`src/rtl/exe_pkg.sv`:
```
// exe_pkg: shared definitions for the multicycle execute stage.
//   - exe_cmd operation codes (ALU and mul/div)
//   - br_type encodings
//   - FSM state enum (IDLE, ITER, DONE)
//   - is_muldiv() helper that classifies a command as iterative
package exe_pkg;

    localparam logic [3:0] CMD_ADD   = 4'b0000;
    localparam logic [3:0] CMD_SUB   = 4'b0010;
    localparam logic [3:0] CMD_AND   = 4'b0100;
    localparam logic [3:0] CMD_OR    = 4'b0101;
    localparam logic [3:0] CMD_NOR   = 4'b0110;
    localparam logic [3:0] CMD_XOR   = 4'b0111;
    localparam logic [3:0] CMD_SLL   = 4'b1000;
    localparam logic [3:0] CMD_SRA   = 4'b1001;
    localparam logic [3:0] CMD_SRL   = 4'b1010;
    localparam logic [3:0] CMD_MUL   = 4'b1100;
    localparam logic [3:0] CMD_MULHU = 4'b1101;
    localparam logic [3:0] CMD_DIVU  = 4'b1110;
    localparam logic [3:0] CMD_REMU  = 4'b1111;

    localparam logic [1:0] BR_NONE = 2'b00;
    localparam logic [1:0] BR_BEZ  = 2'b01;
    localparam logic [1:0] BR_BNE  = 2'b10;
    localparam logic [1:0] BR_JMP  = 2'b11;

    typedef enum logic [1:0] {
        IDLE = 2'd0,
        ITER = 2'd1,
        DONE = 2'd2
    } exe_state_e;

    // All four mul/div codes share the 11xx prefix.
    function automatic logic is_muldiv(input logic [3:0] cmd);
        return cmd[3:2] == 2'b11;
    endfunction

endpackage

```
`src/rtl/exe_muldiv_iter.sv`:
```
// exe_muldiv_iter: unsigned iterative multiply/divide datapath, one step per
// clock for XLEN clocks after start.
// Ports:
//   clk, rst_n    clock, synchronous active-low reset
//   start         load operands and begin (one-cycle pulse)
//   op[1:0]       00 MUL (low), 01 MULHU (high), 10 DIVU (quotient), 11 REMU (remainder)
//   a, b          multiplicand/multiplier or dividend/divisor
//   done          high during the cycle in which the final step is performed
//   result        selected result; valid once the final step has been taken
module exe_muldiv_iter
    import exe_pkg::*;
#(
    parameter int XLEN = 32
) (
    input  logic            clk,
    input  logic            rst_n,
    input  logic            start,
    input  logic [1:0]      op,
    input  logic [XLEN-1:0] a,
    input  logic [XLEN-1:0] b,
    output logic            done,
    output logic [XLEN-1:0] result
);
    localparam int CW = $clog2(XLEN) + 1;

    // hi/lo hold {product high, product low} for multiply and
    // {remainder, shifting dividend/quotient} for divide. m is the addend
    // (multiplicand) or the divisor.
    logic [CW-1:0]   cnt_q;
    logic [1:0]      op_q;
    logic [XLEN-1:0] hi_q, lo_q, m_q;
    logic [XLEN-1:0] hi_d, lo_d;
    logic [XLEN:0]   mul_sum, div_shift, div_diff;

    always_comb begin
        hi_d      = hi_q;
        lo_d      = lo_q;
        mul_sum   = {1'b0, hi_q} + (lo_q[0] ? {1'b0, m_q} : '0);
        div_shift = {hi_q, lo_q[XLEN-1]};
        div_diff  = div_shift - {1'b0, m_q};
        if (op_q[1]) begin
            // Restoring step; a zero divisor always "fits", which yields an
            // all-ones quotient and leaves the dividend as remainder.
            if (div_shift >= {1'b0, m_q}) begin
                hi_d = div_diff[XLEN-1:0];
                lo_d = {lo_q[XLEN-2:0], 1'b1};
            end else begin
                hi_d = div_shift[XLEN-1:0];
                lo_d = {lo_q[XLEN-2:0], 1'b0};
            end
        end else begin
            // Shift-add step: carry out of the add shifts into the high half.
            hi_d = mul_sum[XLEN:1];
            lo_d = {mul_sum[0], lo_q[XLEN-1:1]};
        end
    end

    always_ff @(posedge clk) begin
        if (!rst_n) begin
            cnt_q <= '0;
            op_q  <= '0;
            hi_q  <= '0;
            lo_q  <= '0;
            m_q   <= '0;
        end else if (start) begin
            cnt_q <= CW'(XLEN);
            op_q  <= op;
            hi_q  <= '0;
            lo_q  <= op[1] ? a : b;
            m_q   <= op[1] ? b : a;
        end else if (cnt_q != '0) begin
            cnt_q <= cnt_q - CW'(1);
            hi_q  <= hi_d;
            lo_q  <= lo_d;
        end
    end

    assign done   = (cnt_q == CW'(1));
    assign result = op_q[0] ? hi_q : lo_q;

endmodule

```
`src/rtl/exe_stage_mc.sv`:
```
// exe_stage_mc: multicycle MIPS execute stage between ID/EX and EX/MEM.
// Forwarding mux, ALU, branch check and registered outputs; mul/div runs on
// an iterative unit and holds the stage (busy) while it works.
// Build option: define EXE_MULDIV_EN to instantiate the mul/div iterator;
// without it codes 11xx are undefined single-cycle ops returning 0.
// Ports:
//   clk, rst_n                      clock, synchronous active-low reset
//   in_valid / in_ready             upstream handshake
//   exe_cmd, val1, val2, val_src2   operation and operands
//   br_type, pc                     branch type and PC+4
//   fwd_sel1..3, fwd_data           forwarding selects and NFWD source values
//   out_valid                       one-cycle pulse qualifying the outputs
//   alu_result, br_addr, st_value   results
//   br_taken, flush                 branch outcome (flush mirrors br_taken)
//   busy                            mul/div in progress (stall request)
//   dbg_state                       current FSM state
// Handshake: an instruction is accepted on a rising edge where
// in_valid && in_ready; in_ready depends only on state (high in IDLE).
// out_valid is a single-cycle pulse with no backpressure.
module exe_stage_mc
    import exe_pkg::*;
#(
    parameter int XLEN = 32,
    parameter int NFWD = 2,
    localparam int FSW = $clog2(NFWD + 1)
) (
    input  logic                 clk,
    input  logic                 rst_n,
    input  logic                 in_valid,
    output logic                 in_ready,
    input  logic [3:0]           exe_cmd,
    input  logic [XLEN-1:0]      val1,
    input  logic [XLEN-1:0]      val2,
    input  logic [XLEN-1:0]      val_src2,
    input  logic [1:0]           br_type,
    input  logic [XLEN-1:0]      pc,
    input  logic [FSW-1:0]       fwd_sel1,
    input  logic [FSW-1:0]       fwd_sel2,
    input  logic [FSW-1:0]       fwd_sel3,
    input  logic [NFWD*XLEN-1:0] fwd_data,
    output logic                 out_valid,
    output logic [XLEN-1:0]      alu_result,
    output logic [XLEN-1:0]      br_addr,
    output logic [XLEN-1:0]      st_value,
    output logic                 br_taken,
    output logic                 flush,
    output logic                 busy,
    output logic [1:0]           dbg_state
);
    localparam int SHW = $clog2(XLEN);

    // Select 0 and out-of-range selects keep the stage's own operand.
    function automatic logic [XLEN-1:0] fwd_pick(input logic [FSW-1:0] sel,
                                                 input logic [XLEN-1:0] own,
                                                 input logic [NFWD*XLEN-1:0] data);
        logic [XLEN-1:0] v;
        v = own;
        for (int k = 1; k <= NFWD; k++) begin
            if (sel == FSW'(k)) v = data[(k-1)*XLEN +: XLEN];
        end
        return v;
    endfunction

    exe_state_e      state_q, state_d;
    logic            accept, is_md, iter_done, taken, valid_q, taken_q;
    logic [XLEN-1:0] fwd1, fwd2, fwd3, alu_val, iter_result;
    logic [XLEN-1:0] alu_q, br_addr_q, st_q;

`ifdef EXE_MULDIV_EN
    assign is_md = is_muldiv(exe_cmd);

    exe_muldiv_iter #(.XLEN(XLEN)) u_iter (
        .clk    (clk),
        .rst_n  (rst_n),
        .start  (accept && is_md),
        .op     (exe_cmd[1:0]),
        .a      (fwd1),
        .b      (fwd2),
        .done   (iter_done),
        .result (iter_result)
    );
`else
    assign is_md       = 1'b0;
    assign iter_done   = 1'b0;
    assign iter_result = '0;
`endif

    // Forwarding, ALU and branch condition
    always_comb begin
        fwd1 = fwd_pick(fwd_sel1, val1, fwd_data);
        fwd2 = fwd_pick(fwd_sel2, val2, fwd_data);
        fwd3 = fwd_pick(fwd_sel3, val_src2, fwd_data);

        alu_val = '0;
        case (exe_cmd)
            CMD_ADD: alu_val = fwd1 + fwd2;
            CMD_SUB: alu_val = fwd1 - fwd2;
            CMD_AND: alu_val = fwd1 & fwd2;
            CMD_OR:  alu_val = fwd1 | fwd2;
            CMD_NOR: alu_val = ~(fwd1 | fwd2);
            CMD_XOR: alu_val = fwd1 ^ fwd2;
            CMD_SLL: alu_val = fwd1 << fwd2[SHW-1:0];
            CMD_SRA: alu_val = $unsigned($signed(fwd1) >>> fwd2[SHW-1:0]);
            CMD_SRL: alu_val = fwd1 >> fwd2[SHW-1:0];
            default: alu_val = '0;
        endcase

        taken = 1'b0;
        case (br_type)
            BR_BEZ:  taken = (fwd1 == '0);
            BR_BNE:  taken = (fwd1 != fwd3);
            BR_JMP:  taken = 1'b1;
            default: taken = 1'b0;
        endcase
        if (is_md) taken = 1'b0;
    end

    // FSM next state and state-derived handshake outputs
    always_comb begin
        state_d  = state_q;
        in_ready = 1'b0;
        busy     = 1'b0;
        case (state_q)
            IDLE: begin
                in_ready = 1'b1;
                if (in_valid && is_md) state_d = ITER;
            end
            ITER: begin
                busy = 1'b1;
                if (iter_done) state_d = DONE;
            end
            DONE: begin
                busy    = 1'b1;
                state_d = IDLE;
            end
            default: state_d = IDLE;
        endcase
    end

    assign accept = in_valid && in_ready;

    always_ff @(posedge clk) begin
        if (!rst_n) begin
            state_q   <= IDLE;
            valid_q   <= 1'b0;
            taken_q   <= 1'b0;
            alu_q     <= '0;
            br_addr_q <= '0;
            st_q      <= '0;
        end else begin
            state_q <= state_d;
            valid_q <= accept && !is_md;
            if (accept) begin
                alu_q     <= alu_val;
                br_addr_q <= pc + fwd2;
                st_q      <= fwd3;
                taken_q   <= taken;
            end
        end
    end

    // In DONE the result comes straight from the iterator's registers.
    assign out_valid  = valid_q || (state_q == DONE);
    assign alu_result = (state_q == DONE) ? iter_result : alu_q;
    assign br_addr    = br_addr_q;
    assign st_value   = st_q;
    assign br_taken   = out_valid && taken_q;
    assign flush      = br_taken;
    assign dbg_state  = state_q;

endmodule

```
`config.mk`:
```
export PLATFORM = sky130hd
export DESIGN_NAME = exe_stage_mc
export DESIGN_NICKNAME = d
export VERILOG_FILES = /design/src/rtl/exe_pkg.sv /design/src/rtl/exe_muldiv_iter.sv /design/src/rtl/exe_stage_mc.sv
export SDC_FILE = /design/constraint.sdc
export NUM_CORES = 1
export LEC_CHECK = 0
export CAP_MARGIN = 10
export CORE_MARGIN = 3
export CORE_UTILIZATION = 45
export DETAILED_ROUTE_END_ITERATION = 6
export PLACE_DENSITY = 0.7
export SETUP_SLACK_MARGIN = 0.02
export SLEW_MARGIN = 20
export SYNTH_ARGS = -nofsm -noshare
export SYNTH_HDL_FRONTEND = slang
export SYNTH_SLANG_ARGS = --single-unit
export TNS_END_PERCENT = 50
```
`constraint.sdc`:
```
create_clock -name clk -period 8.4 [get_ports clk]
set_input_delay 2.1 -clock clk [delete_from_list [all_inputs] [get_ports clk]]
set_output_delay 2.1 -clock clk [all_outputs]
set_load 0.02 [all_outputs]
```
==> images/final_congestion.png <==
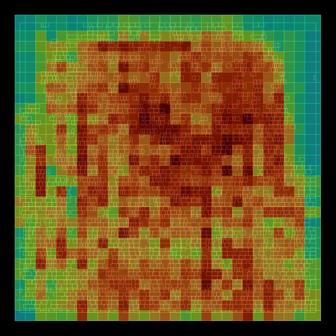
met1 usage in global routing: 0.514
met3 demand-to-capacity share in global routing: 0.0929

==> images/gate_families.png <==
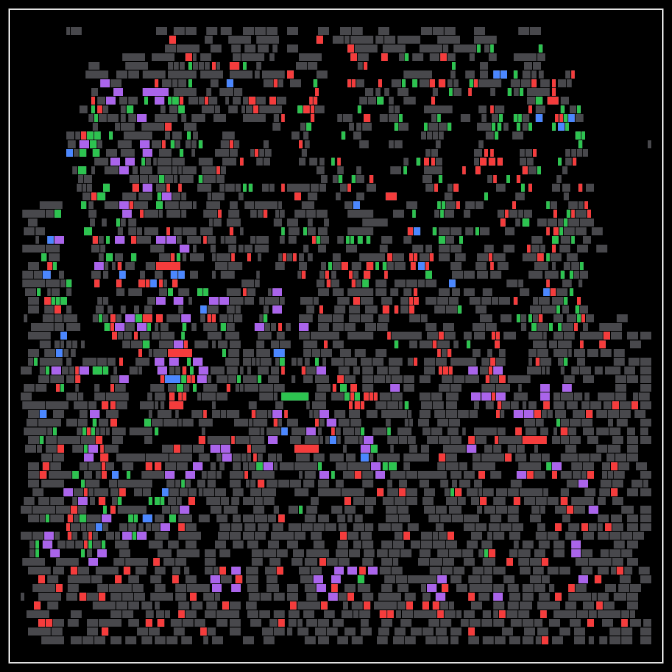
green -> NAND gates  # cells 215, most used nand2_1
purple -> XOR/XNOR gates  # cells 111, most used xnor2_1, where all over the die
red -> NOR gates  # cells 342, most used nor2_1, where all over the die
blue -> AND and OR gates  # cells 31, most used or3_1
share of cell area taken by multi-input logic gates: 0.680
Final Non-Filler Cells: 3007
leading cell type in the layout, fill and taps excluded: mux2i_1

==> images/wire_density.png <==
Scale bar: 50 um. 20 x 20 tiles, from dark blue (low) to red (high), scaled to the fullest tile. Values are wire area over tile area, all layers added.
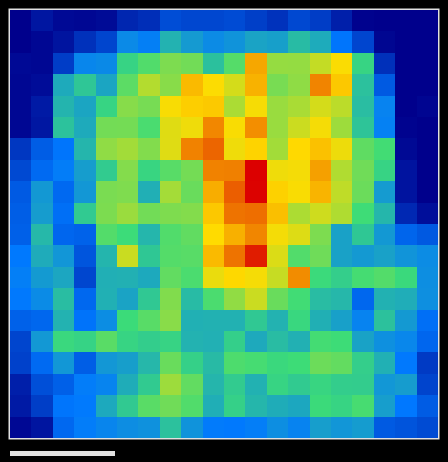
emptiest ninth of the die = upper left
tiles over half the peak = 36%
nearly empty tiles = 7.5%
wire length per cell: 28.6 um
total vias in the final route: 20000
sum of routed wire length over all layers: 86000 um
total routing resource utilization after global routing: 0.395

==> images/clock_map.png <==
Scale bar: 50 um.
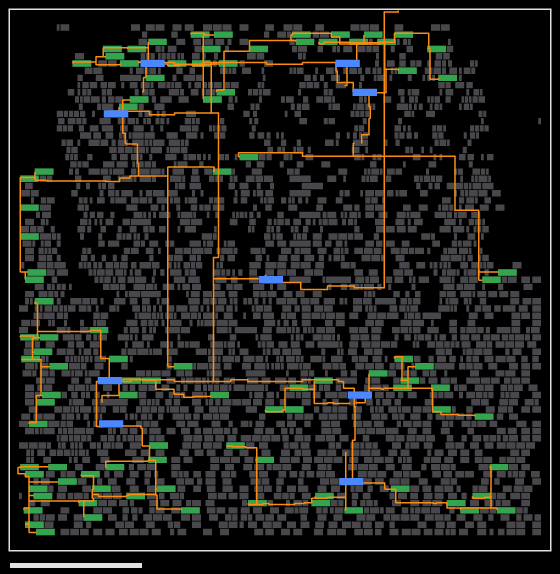
blue -> cells driving clock nets  # count 9
orange -> clock wires  # length 2100 um
green -> flip-flops  # count 98
routed clock nets = 10
flops lie = all over the die
post-route clock skew: 0 ns
power attributed to the clock group: 502 uW
clock network fraction of total power: 0.164
clock latency reported for the late side of the worst-skew pair: 0.40 ns

==> images/cell_classes.png <==
Scale bar: 50 um.
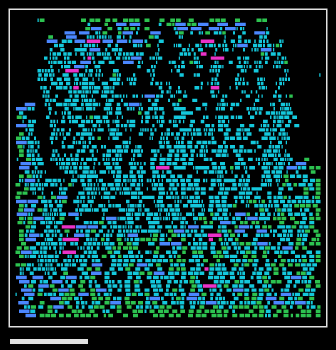
blue -> flip-flops  # cells 98, share of their area 9.5%
green -> other buffers and delay cells  # cells 365, share of their area 17%
magenta -> clock drivers and dummy loads  # cells 16, share of their area 1.6%
cyan -> all other logic  # cells 2014, share of their area 72%
sequential share of cell area: 0.0924
total non-filler cell area in the finished layout: 21200 um2
area of the core region: 38100 um2
Core Util, Final: 0.557
row cnt: 71

-- area by class of cell --
class	count	area [um2]	share of cell area
clock inverter	7	93.8	0.00442
sequential	98	1960	0.0924
inverter	103	389	0.0183
timing repair buffer	365	3470	0.163
clock buffer	9	225	0.0106
tap	511	639	0.0301
antenna	3	7.51	0.000354
multi-input combinational	1911	14400	0.680
-- synthesized netlist by cell type (8+ instances only) --
library cell  instances  area (um2)
mux2i_1             380        3800
a21oi_1             173         866
nor2_1              160         601
nand2_1             153         574
ha_1                126        1580
nor2b_1             108         676
o21ai_0             107         536
inv_1                99         372
dfxtp_1              98        1960
a211oi_1             94         706
xnor2_1              91         797
clkbuf_1             82         308
mux2_2               60         676
buf_2                53         265
nor3_1               42         210
o211ai_1             29         218
nand3_1              25         125
nor4_1               25         156
a21o_1               22         165
a31oi_1              19         119
nand2b_1             19         119
xor2_1               19         166
o22ai_1              18         113
o21bai_1             16         120
buf_1                15        56.3
o221ai_1             14         123
a221oi_1             13         114
o21a_1               13        97.6
buf_4                12        90.1
o31ai_1              12        90.1
a22oi_1              11        82.6
nand4_1              11        68.8
or3_1                11        68.8
buf_6                10         113
and2_1                8        50.1
mux4_2                8         180
-- through the flow --
step / std cells / power, mW
after floorplan: 2284 / 1.78
after global placement: 2988 / 2.46
after detailed placement: 2988 / 2.48
after CTS: 3004 / 2.98
after global routing: 3007 / 3.17
final: 3007 / 3.06
-- power breakdown --
part	switching (mW)	internal, mW	leakage, nW
registers	0.0251	0.507	0.805
logic	1.25	0.773	8.05
clock network	0.262	0.241	0.153
-- layer usage --
metal	part of all wire	wire [um]	up-vias
met5	0.00044	38	-
met4	0.074	6320	6
met3	0.11	9480	335
met2	0.42	36100	1315
met1	0.40	34000	9488
li1	-	-	8821
==> run summary <==
Notes on the flow outputs.

- The flow ran to the end, and the final reports show no timing, DRC or antenna violations.
- The total iterations of the first detailed-routing run is 6.
- Leaving out fill and tap cells, the most frequent cells in the layout are mux2i_1 (380), clkdlybuf4s50_1 (296), a21oi_1 (173).
- The number of hold buffers added after CTS reads 0.
- The pre-CTS setup slack reads between 0.6 and 0.7 ns.
- The height of the chip reads around 200 um.
- Per the timing report, the most critical flop-to-flop path finishes at alu_q[27].
- Per the final report, max-transition violations number 0.
- The maximum clock frequency reads ~130 MHz.
- The setup slack after layout reads around 0.94 ns.
- The startpoint of the worst hold path reads alu_q[6].
- The total global routing overflow reads 0.
- In this run, the synthesized area fraction spent on xor and xnor cells is recorded as 0.0560.
- The number of gates resized after cts is 0.
- Per the OpenROAD floorplan log, the area of the die is just over 40000 um2.
- Per the post-CTS timing run, clock transition at the registers of the reported paths is approximately 0.08 ns.
- Max-cap violations in this run came to 0.
- The synthesized netlist contains ~90 unique library cells.
- Looking at the cell usage after synthesis, the top flip-flop cell is dfxtp_1.
- The critical path arrival is 7.75 ns.
- The number of OpenROAD warnings is roughly 60.
- The DRC violation total after the first TritonRoute iteration is approximately 2600.
- The fill cell total of the finished layout is roughly 3600.
- The net count reported at finish reads about 2800.
- The clock net sink count is between 90 and 100.
- Between the synthesized netlist and the finished layout, the area growth was recorded as 20.6%.
- For this run, design rule violations remaining after detail routing come to 0.
- The global-route wire length before repair reads ~120000 um.
- The endpoint class of the critical path reads a flip-flop.
- Setup repair after global routing left no endpoint under its margin.
- The largest net degree at the start of global routing is ~73.
- The adder-cell share of the synthesized area is 0.0918.
- For hold timing, the worst endpoint is alu_q[6].
- The largest non-sequential cell family by area reads multiplexers.
- The worst-path maximum fanout reads about 53.
- The initial utilization of the core area, before any placement, comes to 0.462.
- In this run the mean area of a mapped cell was between 7 and 8 um2.
- The final-layout setup total negative slack is 0 ns.
- The maximum level of the CTS H-tree is 3.
- The share of async-settable or async-resettable flops after synthesis reads 0.
- The number of standard cells reported by yosys reads 2282.
- The relative slew slack is 0.153.
- The mapped netlist covers about 18000 um2.
- The period utilization is 0.889.
- Yosys mapped a number of flops with a built-in enable equal to 0.
- The ratio of cells with drive above 1 in the final layout reads 0.0742.
- The number of cells on the worst hold path is 2.
- The depth of the most critical reg-to-reg path reads 5.
- The number of setup violations in the final report reads 0.
- The chip width is ~200 um.
- The power density over the cells reads about 140 nW/um2.
- On the critical path the largest part of the delay comes from AND-OR/OR-AND gates.
- The origin of the critical flop-to-flop path is alu_q[27].
- The cell with the largest stage delay on the worst path is buf_4.
- The number of setup buffers added after CTS is 0.
- The simple-gate share of the synthesized area is 0.166.
- The number of buffers added by the clock tree synthesis step reads 9.
- The deepest clock path buffer count reads 2.
- The number of I/O pins is 310.
- The placed cell area is about 21000 um2.
- Detailed placement ended at an HPWL of 66400 um.
- The shortest clock period the worst path allows after layout reads between 7 and 8 ns.
- The class of the tightest hold or removal check is reg -> reg.
- Once detail routing completed, the nets flagged for antenna violations numbered 0.
- In the synthesized netlist, the number of instances is 2282.
- The worst setup path is launched from an input pin.
- The number of antenna violations at the first check in global routing reads 6.
- Traced cell by cell, the critical path runs through buf_4 -> buf_4 -> mux2i_1 -> mux2i_1 -> nor4_4 -> nand4b_4 -> nor2_1 -> nand2_1 -> o31ai_1 -> xnor2_1 -> ha_1 -> nand4_1 -> or2_2 -> o31a_1 -> o31ai_1 -> a211oi_1 -> o31ai_1 -> xor2_1 -> a221o_1.
- The number of global-route vias before repair is between 15000 and 20000.
- The hold violation total from the final report reads 0.
- The routed via count divided by cell count is about 6.6.
- The slew of the pin with the lowest slew margin is 1.23 ns.
- The number of warnings printed during yosys synthesis reads 0.
- The first element of the critical path is fwd_sel2[0].
- The CTS root buffer reads clkbuf_16.
- The count of buffers from port buffering reads just over 300.
- The sequential fraction of the synthesis area is 0.111.
- The capture point of the critical path reads alu_q[29].
- The critical path buffer and inverter count is 2.
- The most used routing layer in global routing reads met2.
- The synthesized flop and latch total reads 98.
- For this run, the slowest stage of the critical path takes 0.60 ns.
- The share of cell area taken by muxes after synthesis reads 0.271.
- The TritonCTS clock tree is done.
- For the worst setup path, the data required time is 8.69 ns.
- The critical setup path kind is in -> reg.
- The internal reg-to-reg setup slack reads 6.55 ns.
- The final estimated routing congestion in global placement is between 1 and 1.5.
- The most used cell along the critical path is o31ai_1.
- The post-synth area from yosys stat is around 18000 um2.
- Final hold analysis gives a worst-case slack of between 0.4 and 0.5 ns.
- The met2 capacity usage during global routing is 0.596.
- The critical path depth reads 19.
- In this run, the synthesized area fraction spent on AND-OR/OR-AND gates is recorded as 0.234.
- Summed over all cells, the static leakage comes to 9.00 nW.
- In this run the VDD rail shows a maximum IR drop of 130 uV.
Power is estimated from default activity; no workload was simulated.
